--- src/rtl/instr_fetch_pkg.sv ---
// Shared types and defaults for the instruction fetch unit.
package instr_fetch_pkg;

  typedef enum logic [1:0] {
    FETCH_BOOT  = 2'd0,
    FETCH_RUN   = 2'd1,
    FETCH_FLUSH = 2'd2
  } fetch_state_e;

  localparam logic [31:0] DEFAULT_RESET_PC = 32'h0000_0000;

endpackage

--- src/rtl/instr_fetch_fifo.sv ---
// Small synchronous FIFO used for the in-flight PC queue and the instruction buffer.
// Head entry is read straight from the storage registers.
module fetch_fifo #(
  parameter int unsigned WIDTH = 32,
  parameter int unsigned DEPTH = 4
) (
  input  logic                   clk,
  input  logic                   rst_n,
  input  logic                   push,
  input  logic                   pop,
  input  logic                   clear,
  input  logic [WIDTH-1:0]       din,
  output logic [WIDTH-1:0]       dout,
  output logic                   full,
  output logic                   empty,
  output logic [$clog2(DEPTH):0] count
);

  localparam int unsigned AW = $clog2(DEPTH);
  localparam int unsigned CW = AW + 1;

  logic [WIDTH-1:0] mem [DEPTH];
  logic [AW-1:0]    wr_ptr;
  logic [AW-1:0]    rd_ptr;
  logic             do_push;
  logic             do_pop;

  assign full    = (count == CW'(DEPTH));
  assign empty   = (count == '0);
  assign do_push = push && !full;
  assign do_pop  = pop && !empty;
  assign dout    = mem[rd_ptr];

  // Clear drops every entry but leaves storage contents in place.
  always_ff @(posedge clk or negedge rst_n) begin
    if (!rst_n) begin
      wr_ptr <= '0;
      rd_ptr <= '0;
      count  <= '0;
      for (int unsigned i = 0; i < DEPTH; i++) mem[i] <= '0;
    end else if (clear) begin
      wr_ptr <= '0;
      rd_ptr <= '0;
      count  <= '0;
    end else begin
      if (do_push) begin
        mem[wr_ptr] <= din;
        wr_ptr      <= wr_ptr + AW'(1);
      end
      if (do_pop) rd_ptr <= rd_ptr + AW'(1);
      count <= count + CW'(do_push) - CW'(do_pop);
    end
  end

endmodule

--- src/rtl/instr_fetch.sv ---
// Fetch unit: owns the fetch PC, issues in-order imem reads under a credit limit,
// buffers returned words for decode and flushes on branch/jump redirects.
module instr_fetch
  import instr_fetch_pkg::*;
#(
  parameter int unsigned   N          = 32,
  parameter logic [N-1:0]  RESET_PC   = N'(DEFAULT_RESET_PC),
  parameter int unsigned   FIFO_DEPTH = 4
) (
  input  logic         clk,
  input  logic         rst_n,
  output logic [N-1:0] pc_cur,
  input  logic [N-1:0] pc_next,
  input  logic         redirect,
  input  logic [N-1:0] redirect_pc,
  output logic         imem_req_valid,
  input  logic         imem_req_ready,
  output logic [N-1:0] imem_req_addr,
  input  logic         imem_resp_valid,
  input  logic [N-1:0] imem_resp_data,
  output logic         dec_valid,
  input  logic         dec_ready,
  output logic [N-1:0] dec_instr,
  output logic [N-1:0] dec_pc
);

  localparam int unsigned CW = $clog2(FIFO_DEPTH) + 1;
  localparam int unsigned SW = CW + 1;

  fetch_state_e   state_q, state_d;
  logic [N-1:0]   pc_q, pc_d;
  logic [CW-1:0]  drop_q, drop_d;
  logic [CW-1:0]  inflight, occ;
  logic [N-1:0]   pcq_head;
  logic [2*N-1:0] ibuf_head;
  logic           pcq_full, pcq_empty, ibuf_full, ibuf_empty;
  logic           can_issue, req_fire, resp_drop, ibuf_push, dec_fire;

  // Buffered plus outstanding words may never exceed the buffer capacity.
  assign can_issue = (SW'(occ) + SW'(inflight)) < SW'(FIFO_DEPTH);

  assign imem_req_valid = (state_q == FETCH_RUN) && !redirect && can_issue;
  assign imem_req_addr  = pc_q;
  assign pc_cur         = pc_q;
  assign req_fire       = imem_req_valid && imem_req_ready;
  assign resp_drop      = imem_resp_valid && (redirect || (drop_q != '0));
  assign ibuf_push      = imem_resp_valid && !resp_drop;
  assign dec_valid      = !ibuf_empty;
  assign dec_fire       = dec_valid && dec_ready;
  assign dec_instr      = ibuf_head[2*N-1:N];
  assign dec_pc         = ibuf_head[N-1:0];

  fetch_fifo #(.WIDTH(N), .DEPTH(FIFO_DEPTH)) u_pc_queue (
    .clk   (clk),
    .rst_n (rst_n),
    .push  (req_fire),
    .pop   (imem_resp_valid),
    .clear (1'b0),
    .din   (pc_q),
    .dout  (pcq_head),
    .full  (pcq_full),
    .empty (pcq_empty),
    .count (inflight)
  );

  fetch_fifo #(.WIDTH(2*N), .DEPTH(FIFO_DEPTH)) u_instr_buf (
    .clk   (clk),
    .rst_n (rst_n),
    .push  (ibuf_push),
    .pop   (dec_fire),
    .clear (redirect),
    .din   ({imem_resp_data, pcq_head}),
    .dout  (ibuf_head),
    .full  (ibuf_full),
    .empty (ibuf_empty),
    .count (occ)
  );

  // Next state, next fetch PC and stale-response drop count.
  always_comb begin
    state_d = state_q;
    pc_d    = pc_q;
    drop_d  = drop_q;
    if (imem_resp_valid && (drop_q != '0)) drop_d = drop_q - CW'(1);
    if (req_fire) pc_d = pc_next;
    unique case (state_q)
      FETCH_BOOT: state_d = FETCH_RUN;
      FETCH_RUN: begin
        if (redirect) begin
          drop_d = inflight + CW'(req_fire) - CW'(imem_resp_valid);
          if (drop_d != '0) state_d = FETCH_FLUSH;
        end
      end
      FETCH_FLUSH: begin
        if (drop_d == '0) state_d = FETCH_RUN;
      end
      default: state_d = FETCH_BOOT;
    endcase
    if (redirect) pc_d = redirect_pc;
  end

  always_ff @(posedge clk or negedge rst_n) begin
    if (!rst_n) begin
      state_q <= FETCH_BOOT;
      pc_q    <= RESET_PC;
      drop_q  <= '0;
    end else begin
      state_q <= state_d;
      pc_q    <= pc_d;
      drop_q  <= drop_d;
    end
  end

  resp_has_request: assert property (@(posedge clk) disable iff (!rst_n)
    imem_resp_valid |-> !pcq_empty);
  no_overflow: assert property (@(posedge clk) disable iff (!rst_n)
    !(req_fire && pcq_full) && !(ibuf_push && ibuf_full));

endmodule

--- config.mk ---
export PLATFORM = sky130hd
export DESIGN_NAME = instr_fetch
export DESIGN_NICKNAME = d
export VERILOG_FILES = /design/src/rtl/instr_fetch_pkg.sv /design/src/rtl/instr_fetch_fifo.sv /design/src/rtl/instr_fetch.sv
export SDC_FILE = /design/constraint.sdc
export NUM_CORES = 1
export LEC_CHECK = 0
export ABC_AREA = 1
export CORE_UTILIZATION = 45
export DETAILED_ROUTE_END_ITERATION = 16
export MAX_ROUTING_LAYER = met4
export PLACE_DENSITY_LB_ADDON = 0.05
export SLEW_MARGIN = 25
export SYNTH_ARGS = -nofsm -noshare
export SYNTH_HDL_FRONTEND = slang
export SYNTH_SLANG_ARGS = --single-unit
--- constraint.sdc ---
create_clock -name clk -period 2.65 [get_ports clk]
set_clock_uncertainty 0.05 [all_clocks]
set_input_delay 0.53 -clock clk [delete_from_list [all_inputs] [get_ports clk]]
set_output_delay 0.53 -clock clk [all_outputs]
set_load 0.005 [all_outputs]
Figure 1. PDN straps and rails (run 1).
The bar under the picture is 50 um long. Pins as bars on the die edge.
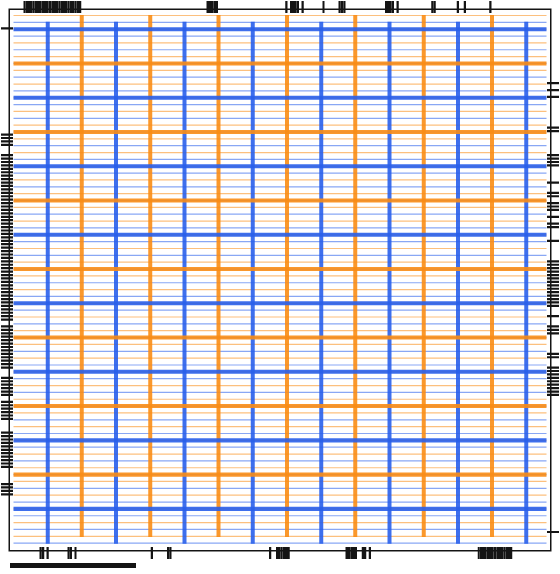
VSS -> blue
VDD -> orange
met4 straps = 15
signal pins = 232
met5 straps = 15
met1 rails = 78
rows = 77

Figure 2. Placed cells, one color a class (run 1).
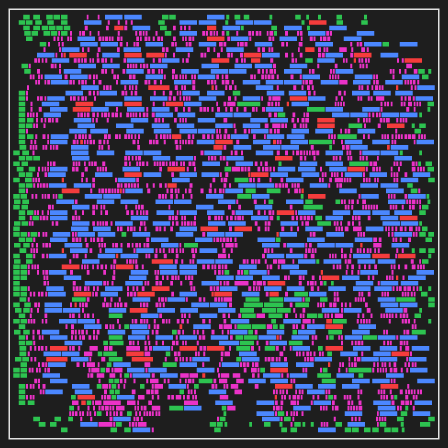
clock drivers and dummy loads -> red  # cells 90, share of their area 6.6%
registers -> blue  # cells 435, share of their area 44%
remaining buffers and delay cells -> green  # cells 333, share of their area 14%
remaining logic cells -> magenta  # cells 1915, share of their area 35%

Figure 3. Clock network drawn from the DEF (run 1).
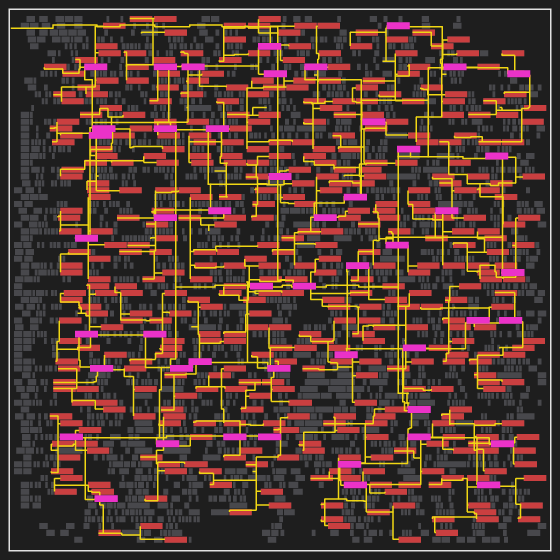
clock wires -> yellow  # length 5740 um
clock-net drivers -> magenta  # count 49
flip-flops -> red  # count 435
routed clock nets = 50
flops lie = all over the die

==> run 1: timing repair <==
action / CTS / global route
endpoints found under the hold margin: 48 / 0
gates resized: 233 / 62
gates cloned: 9 / 1
setup buffers: 18 / 0
hold buffers: 1 / 0
pin swaps: 22 / 16
endpoints found under the setup margin: 65 / 68
==> run 1: cells by family (layout without fill, tap and decap cells) <==
logic type,after synthesis,count (layout),share of synthesized area (%)
AND/OR/NAND/NOR,1387,1387,27.1
AND-OR/OR-AND,428,428,11.0
adder cells (fa/ha/maj),21,21,1.41
flip-flops,435,435,53.6
buffers and inverters,278,497,6.72
XOR/XNOR,5,5,0.216
==> run 1: through the flow <==
| step | std cells | hold slack (ns) | setup TNS, ns |
|---|---|---|---|
| finish | 3365 | 0.421 | 0 |
| global route | 3365 | 0.437 | -0.196 |
| CTS | 3365 | 0.426 | -0.0382 |
| detailed placement | 3247 | 0.410 | -0.140 |
| global placement | 3247 | 0.406 | -0.0691 |
| floorplan | 2554 | 0.184 | 0 |
==> run 1: area by class of cell <==
class	instances	area (um2)
Inverter	73	298
Timing Repair Buffer	333	3560
Timing Repair inverter	1	11.3
Tap cell	592	741
Clock buffer	79	1460
Sequential cell	435	10900
Multi-Input combinational cell	1841	8200
Clock inverter	11	161
Fill cell	4098	19000
==> run 1: power by group through the flow <==
stage / registers (W) / clock network [W] / logic, W
final: 0.00909 / 0.00685 / 0.00927
after global placement: 0.00912 / 0 / 0.00879
after floorplan: 0.00888 / 0 / 0.00503
after global routing: 0.00927 / 0.00730 / 0.0103
after detailed placement: 0.00916 / 0 / 0.00891
after CTS: 0.00906 / 0.00700 / 0.00932
==> run 1: worst max path at each step <==
stage / startpoint / slack, ns / cells past startpoint / end
floorplan: u_instr_buf.count[2] / 0.02 / 14 / state_q[1]
global placement: imem_resp_valid / -0.04 / 11 / state_q[0]
detailed placement: imem_resp_valid / -0.09 / 10 / state_q[1]
CTS: u_instr_buf.rd_ptr[0] / -0.02 / 5 / dec_pc[29]
global route: u_instr_buf.rd_ptr[0] / -0.04 / 8 / dec_pc[23]
finish: u_instr_buf.rd_ptr[0] / 0.03 / 7 / dec_pc[27]
==> run 1: critical path, cell delays in order, from the launching register on <==
cell	delay, ns
dfrtp_4	0.50
buf_12	0.16
inv_16	0.09
buf_12	0.13
buf_6	0.11
o21ai_0	0.06
o22ai_1	0.23
buf_2	0.17
==> run 1: sequential cells by signal (all words and copies together), names as in the netlist <==
signal,cells
u_pc_queue.count,3
u_instr_buf.mem,256
u_instr_buf.count,3
u_pc_queue.mem,128
drop_q,3
imem_req_addr,32
u_instr_buf.wr_ptr,2
u_pc_queue.wr_ptr,2
state_q,2
u_pc_queue.rd_ptr,2
u_instr_buf.rd_ptr,2
==> run 1: cells in the final DEF (no fill, tap or decap), types with 20 or more instances in the layout <==
cell / n
dfrtp_1: 432
o22ai_1: 48
o21ai_1: 84
buf_12: 36
o21ai_0: 240
clkbuf_1: 20
clkbuf_16: 52
nand3_1: 168
nor2_1: 199
clkdlybuf4s50_1: 165
buf_4: 47
buf_2: 29
a21oi_1: 34
inv_1: 62
nand2_1: 995
==> results.py, run 1 <==
# Synthesis and PnR figures
metrics = {
    "placed_design": {
        "post_dp_cell_area_mm2": 0.0233,
        "place_congestion": 0.835,
        "port_buffers": 231,
    },
    "outcome": {
        "status": "finished clean",
    },
    "power_and_ir_drop": {
        "power_w": 0.0252,
        "seqPwrFrac_pct": 36.0,
        "pwr-share-comb_pct": 36.8,
        "vdd.ir_drop.worst_uv": 511,
    },
    "synthesis": {
        "topCellsByArea": "dfrtp_1, nand2_1, o21ai_0",
        "synth-edff-count": 0,
        "syn-cell-area_mm2": 0.0203,
        "synth.avg_cell_area_um2": 7.94,
        "common_cells": "nand2_1, dfrtp_1, o21ai_0, nor2_1, nand3_1",
        "synth_top_flop_cell": "dfrtp_1",
        "seq_area_frac_synth_pct": 53.6,
        "synthCells": 2554,
        "top_cell_area_share_pct": 53.6,
    },
    "floorplanning": {
        "fp-row-count": 77,
        "die_height_um": 214,
        "core_area_mm2": 0.0443,
    },
    "sta": {
        "max_freq_mhz": 382,
        "slew_violations": 0,
        "period_minus_slack_ns": 2.62,
        "setup_viol": 0,
        "period_used_pct": 98.7,
        "tightest_slew_ns": 0.672,
    },
    "global_routing": {
        "top_usage_layer": "met2",
        "met1_usage_pct": 36.1,
        "grt_max_degree": 99,
        "overflow": 0,
        "grtUsageMet3_pct": 3.26,
        "first_global_vias": 17000,
        "grt_pass1_wl_mm": 94.1,
    },
    "routing": {
        "post-route-drc-count": 0,
        "viasPerCell": 5.23,
        "vias": 17600,
    },
    "run": {
        "max-cap-violations": 0,
    },
    "worst_setup_path": {
        "path_class": "flip-flop to output pin",
        "arrival_ns": 2.04,
        "r2r_start": "u_instr_buf.count[2]",
        "cp.required_ns": 2.07,
    },
    "clock_network": {
        "cts_tree": "yes",
        "clockBufferDepth": 3,
        "htreeDepth": 2,
    },
}
==> run 2, diff against run 1 <==
CELL_PAD_IN_SITES_DETAIL_PLACEMENT = 2   (was not set)
CELL_PAD_IN_SITES_GLOBAL_PLACEMENT = 2   (was not set)
CORE_UTILIZATION = 30   (was 45)
CTS_CLUSTER_DIAMETER = 50   (was not set)
Figure 4. Placed cells, one color a class (run 2).
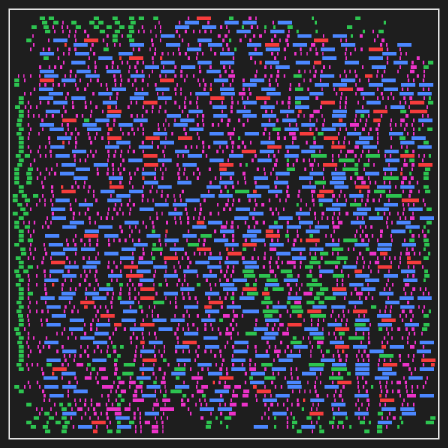
registers -> blue  # cells 435, share of their area 43%
clock drivers and dummy loads -> red  # cells 121, share of their area 8.7%
remaining buffers and delay cells -> green  # cells 350, share of their area 15%
remaining logic cells -> magenta  # cells 1914, share of their area 34%
core region area: 0.0663 mm2
cell area after layout: 0.0267 mm2
fin util: 40.2%
Placement Rows: 94
Seq area share: 40.8%

==> run 2 against run 1 <==
Net effect: sequential power rose by 1%; synthesized cell count stayed put; maximum frequency decreased by 0.61%.
==> results.py, run 2 <==
# Synthesis and PnR figures
metrics = {
    "outcome": {
        "status": "finished clean",
    },
    "power_and_ir_drop": {
        "power_w": 0.0285,
        "vdd.ir_drop.worst_uv": 413,
    },
    "sta": {
        "slew_violations": 0,
        "tightest_slew_ns": 0.761,
        "period_minus_slack_ns": 2.63,
        "period_used_pct": 99.3,
        "max_freq_mhz": 380,
    },
    "global_routing": {
        "grt_max_degree": 69,
        "first_global_vias": 21000,
        "overflow": 0,
        "grt_pass1_wl_mm": 121,
    },
    "routing": {
        "first_pass_iters": 4,
        "post-route-drc-count": 0,
        "viasPerCell": 5.05,
        "vias": 18600,
    },
    "clock_network": {
        "cts_made_buffers": 67,
        "cts_tree": "yes",
        "htreeDepth": 3,
        "clockBufferDepth": 3,
    },
    "placed_design": {
        "place_congestion": 0.758,
        "port_buffers": 231,
        "post_dp_cell_area_mm2": 0.0235,
    },
    "synthesis": {
        "common_cells": "nand2_1, dfrtp_1, o21ai_0, nor2_1, nand3_1",
        "ys.flops": 435,
        "top_cell_area_share_pct": 53.6,
        "topCellsByArea": "dfrtp_1, nand2_1, o21ai_0",
        "synth.avg_cell_area_um2": 7.94,
        "seq_area_frac_synth_pct": 53.6,
        "synthCells": 2554,
        "top_cell": "nand2_1",
        "syn-cell-area_mm2": 0.0203,
    },
    "run": {
        "max-cap-violations": 0,
    },
    "layout": {
        "lay_top_cells": "nand2_1, dfrtp_1, o21ai_0, nor2_1, nand3_1",
        "lay_top_count": "nand2_1",
        "regMostFlops": "u_instr_buf.mem",
        "largest_reg_flops": 256,
        "nFillCells": 7367,
    },
    "floorplanning": {
        "die_height_um": 262,
    },
    "worst_setup_path": {
        "cp.required_ns": 2.07,
        "path_class": "flip-flop to output pin",
        "arrival_ns": 2.05,
    },
}
Figure 5. Routing congestion (run 2).
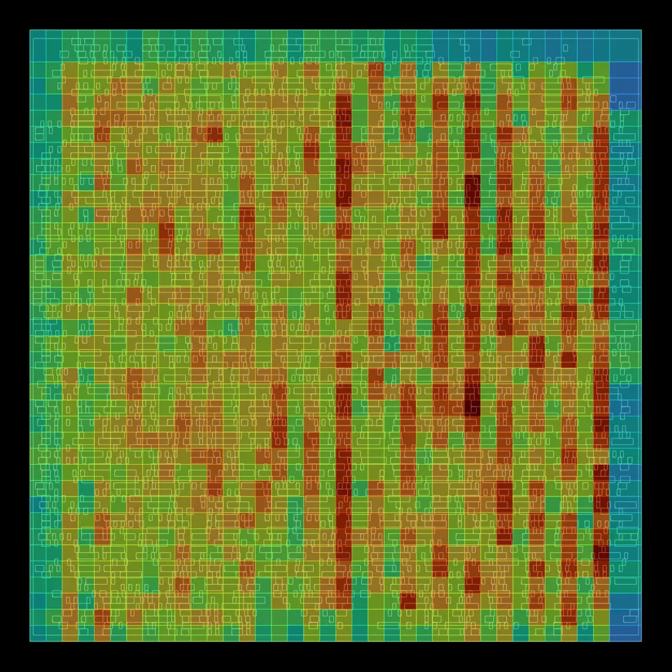
busiest grt layer: met2
met2 capacity usage during global routing: 39.9%
met3 Usage GRT: 3.52%
met1 Track Usage GR: 28.7%
wire per inst: 21.3 um

## run 2: cell counts after synthesis
Identical to the previous run, type by type.
## run 2: worst paths after layout
path / startpoint / to / depth (start not counted) / slack (ns)
max reg2reg: u_instr_buf.count[1] / state_q[0] / 14 / 0.16
max: u_instr_buf.rd_ptr[0] / dec_pc[18] / 6 / 0.02
min: rst_n / u_instr_buf.mem[117] / 2 / 0.42
max in group asynchronous: rst_n / u_pc_queue.mem[52] / 3 / 1.34
min in group clk: u_pc_queue.mem[51] / u_pc_queue.mem[51] / 2 / 0.42
min reg2reg: u_pc_queue.mem[51] / u_pc_queue.mem[51] / 2 / 0.42
## run 2: power breakdown
| group | switching (W) | internal, W |
|---|---|---|
| clock | 0.00331 | 0.00552 |
| combinational | 0.00633 | 0.00411 |
| sequential | 0.00107 | 0.00811 |
## run 2: through the flow
stage,TNS [ns],instances,hold WS [ns]
after floorplan,0,2554,0.184
after global placement,-0.159,3513,0.407
after detailed placement,-0.212,3513,0.412
final,0,3684,0.418
after global routing,-0.138,3684,0.440
after CTS,-1.68,3680,0.418
## run 2: cells by family after synthesis
group                    Yosys count  synth area share [%]
AND-OR/OR-AND                    428                  11.0
XOR/XNOR                           5                 0.216
adder cells (fa/ha/maj)           21                  1.41
buffers and inverters            278                  6.72
flip-flops                       435                  53.6
AND/OR/NAND/NOR                 1387                  27.1
## run 2: routing by layer
| layer | part of all wire (%) | up-vias | global-route usage [%] |
|---|---|---|---|
| met5 | 0 | - | - |
| met4 | 2.5 | 0 | 7.10 |
| met3 | 3.5 | 120 | 3.52 |
| met2 | 50 | 308 | 39.9 |
| met1 | 44 | 9537 | 28.7 |
| li1 | - | 8632 | - |
## run 2: layout make-up
class	count	area [um2]	share of cell area, %
clock buffer	94	1980	7.43
clock inverter	27	249	0.933
inverter	73	289	1.08
multi-input combinational	1841	8400	31.5
sequential	435	10900	40.8
tap	864	1080	4.05
timing repair buffer	350	3800	14.2
## run 2: critical path: stages, from the launching register on
cell,delay (ns)
dfrtp_4,0.56
buf_6,0.15
buf_4,0.14
clkbuf_16,0.19
o21ai_1,0.18
o22ai_2,0.10
buf_2,0.14
## run 2: what timing repair did
item | in CTS | in global routing
resized | 329 | 107
hold buffers | 1 | 0
gates cloned | 10 | 5
hold endpoints to repair | 35 | 0
setup buffers | 35 | 4
setup endpoints to repair | 67 | 58
pin swaps | 33 | 27
No activity file was given, so power comes from the tool's default toggle rates.
